==> config.mk <==
export PLATFORM = sky130hd
export DESIGN_NAME = sha_word_loader
export DESIGN_NICKNAME = d
export VERILOG_FILES = /design/src/rtl/sha_loader_pkg.sv /design/src/rtl/sha_block_packer.sv /design/src/rtl/sha_word_loader.sv
export SDC_FILE = /design/constraint.sdc
export NUM_CORES = 2
export LEC_CHECK = 0
export CAP_MARGIN = 0
export CELL_PAD_IN_SITES_DETAIL_PLACEMENT = 1
export CELL_PAD_IN_SITES_GLOBAL_PLACEMENT = 2
export CORE_AREA = 2 2 521 523
export CTS_BUF_LIST = sky130_fd_sc_hd__clkbuf_16
export DETAILED_ROUTE_END_ITERATION = 6
export DIE_AREA = 0 0 523 525
export PLACE_DENSITY = 0.48
export SLEW_MARGIN = 20
export SYNTH_ARGS = -nofsm -noshare
export SYNTH_HDL_FRONTEND = slang
export SYNTH_SLANG_ARGS = --single-unit
==> constraint.sdc <==
create_clock -name clk -period 96.1 [get_ports clk]
set_input_delay 14.415 -clock clk [delete_from_list [all_inputs] [get_ports clk]]
set_output_delay 14.415 -clock clk [all_outputs]
set_load 0.02 [all_outputs]
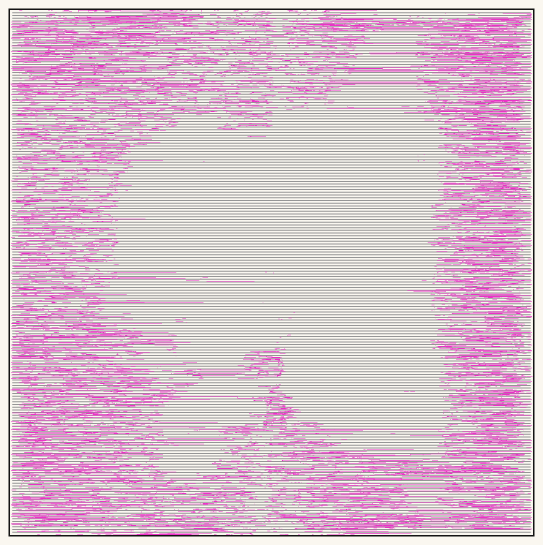
m1.png
Scale: 1 px per um. Supply wires on this layer in gray.
longest straight run: 174 um
share of all routed wire: 37%
main direction: horizontal
DR vias: 28992
Total Wirelength: 220000 um
met1 usage: 17.0%

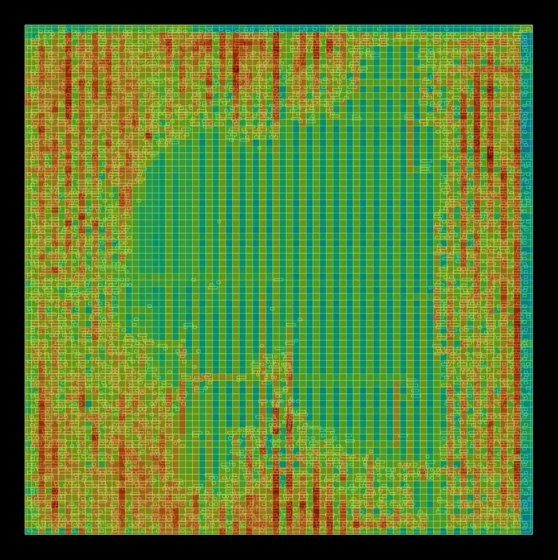
congestion_map.png
GRT Util Overall: 15.6%
global routing usage on met2: 27.3%

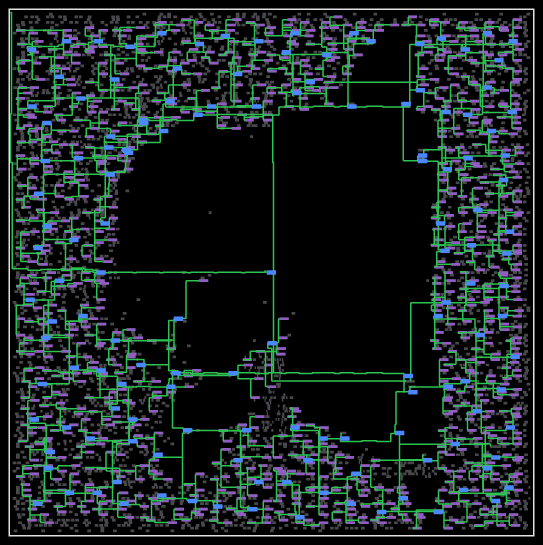
clock_wires.png
Scale: 1 px per um.
[blue] clock-net drivers | count: 141
[green] clock wires | length: 19100 um
[purple] flip-flops | count: 1045
routed clock nets: 142
flops lie: widely spread
clk pwr: 0.504 mW
Final Skew: 0.0587 ns
clock share of power: 28.6%

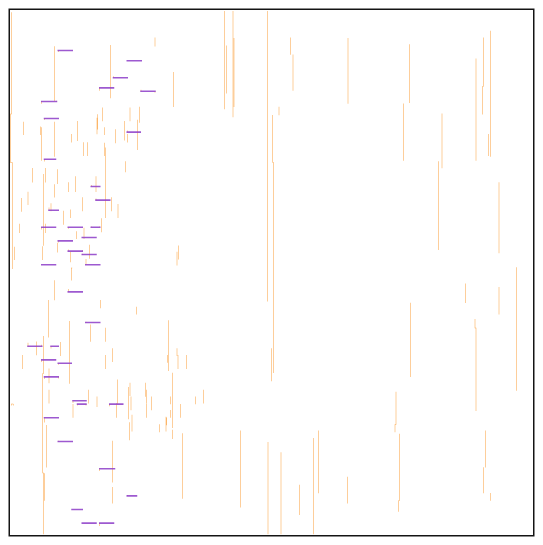
layers.png
Scale: 1 px per um. Only two layers are drawn.
[purple] M5 | wire length: 484 um
[orange] M4 | wire length: 5080 um
Wirelength per Cell: 28.2 um

==> run_results.csv <==
group,metric,value,unit
timing,slew_headroom,25.4,%
floorplan,die-area,0.275,mm2
timing,final.setup.tns,0,ns
critical_path,cp_cell_sequence,"clkdlybuf4s50_1, inv_8, buf_12, buf_4, buf_4, buf_4, buf_4",
power_and_ir_drop,power_density,27.5,mW/mm2
synth,synthDistinctLibCells,49,
synth,seq_area_frac_synth,62.0,%
critical_path,critPathLaunchType,"input port",
run,max-cap-violations,0,
grt,grt_pass1_vias,31219,
timing,fmax,53.0,MHz
timing,fin_ws,77.23,ns
grt,grt_pass1_wl,293000,um
placement,gp_congestion,0.802,
synth,synth_warnings,0,
run,log.warning_count,40,
clock_tree,path_clk_slew,0.05,ns
placement,io_buffer_count,1325,
clock_tree,htreeDepth,4,
cells_and_area,nets,4631,
critical_path,rr_worst_depth,7,
timing,fin_crit,18.87,ns
status,status,"completed",
synth,yosys_cells,2693,
synth,synthCells,2693,
timing,rsz0062_at_grt,"no",
timing,worstMarginPinSlew,1.11,ns
floorplan,die_y,525,um
power_and_ir_drop,p_leak,27.3,nW
critical_path,critPathKind,"in2async",
drt,wl_met3,23600,um
floorplan,core_util_floorplan,15.7,%
synth,top_area_cell,"dfrtp_1",
critical_path,crit_path_frequent_cell,"buf_4",
clock_tree,cts_buffers,141,
clock_tree,cts.sinks,1045,
critical_path,endpoint_kind,"asynchronous set/reset pin",
synth,netlist_top_cells_count,"dfrtp_1 (1045), mux2_2 (948), xnor2_1 (145), xor2_1 (115), mux2_1 (76)",
synth,edf_count,0,
placement,place_hpwl,171000,um
cells_and_area,largest_register_ffs,512,
timing,finalHoldViolCount,0,
synth,ys_chip_area,0.0422,mm2
critical_path,crit_buf_inv,7,
floorplan,num_rows,191,
placement,dpl-instance-area,0.0596,mm2
synth,synthArstFlopShare,100,%
==> placed cells by master (no fill, tap or decap), types with 7 or more instances in the layout <==
master,instances
nand2_2,10
clkinv_2,12
buf_4,57
diode_2,30
a21oi_1,8
mux2_1,76
xnor2_1,143
nor4_1,29
clkinv_1,30
inv_1,48
nand2_1,21
o21ai_0,8
mux2_2,948
xor2_1,115
nor2_1,13
nand4_1,48
nor4_2,7
clkbuf_16,144
dfrtp_1,1045
clkdlybuf4s50_1,1320
==> logic make-up (layout without fill, tap and decap cells) <==
logic type,after synthesis,in the layout,share of synthesized area (%)
compound gates,35,35,0.573
buf+inv,159,1643,2.08
xor+xnor,260,260,5.40
flops,1045,1045,62.0
fa+ha+maj,6,6,0.178
mux,1025,1025,27.4
other cells,0,30,0
simple gates,163,163,2.34
==> stage by stage <==
| stage | std cells | hold slack [ns] | utilization, % | power (mW) |
|---|---|---|---|---|
| after floorplan | 2693 | 0.479 | - | 0.953 |
| after global placement | 7498 | 0.473 | 22.1 | 1.27 |
| after detailed placement | 7501 | 0.482 | 22.1 | 1.28 |
| after CTS | 7747 | 0.495 | 23.8 | 1.80 |
| after global routing | 7755 | 0.510 | 23.8 | 1.86 |
| final | 7777 | 0.488 | 23.8 | 1.76 |
==> layout make-up <==
cell class	instances	area, um2
sequential	1045	26200
inverter	12	52.6
fill	29358	205000
antenna	30	75.1
clock inverter	102	748
timing repair buffer	1385	13700
clock buffer	144	3600
multi-input combinational	1489	15200
tap	3570	4470
==> metal layers <==
layer / GRT usage (%) / vias up
li1: - / 12340
met1: 17.0 / 14953
met2: 27.3 / 1211
met3: 7.56 / 412
met4: 3.35 / 76
met5: 0 / -
==> power breakdown <==
group          leakage, nW  switching, mW  internal [mW]
sequential            13.5         0.0908          0.572
clock                 2.25          0.220          0.284
combinational         11.5          0.300          0.297
Power figures rest on the tool's default switching activity, not on a simulated workload.
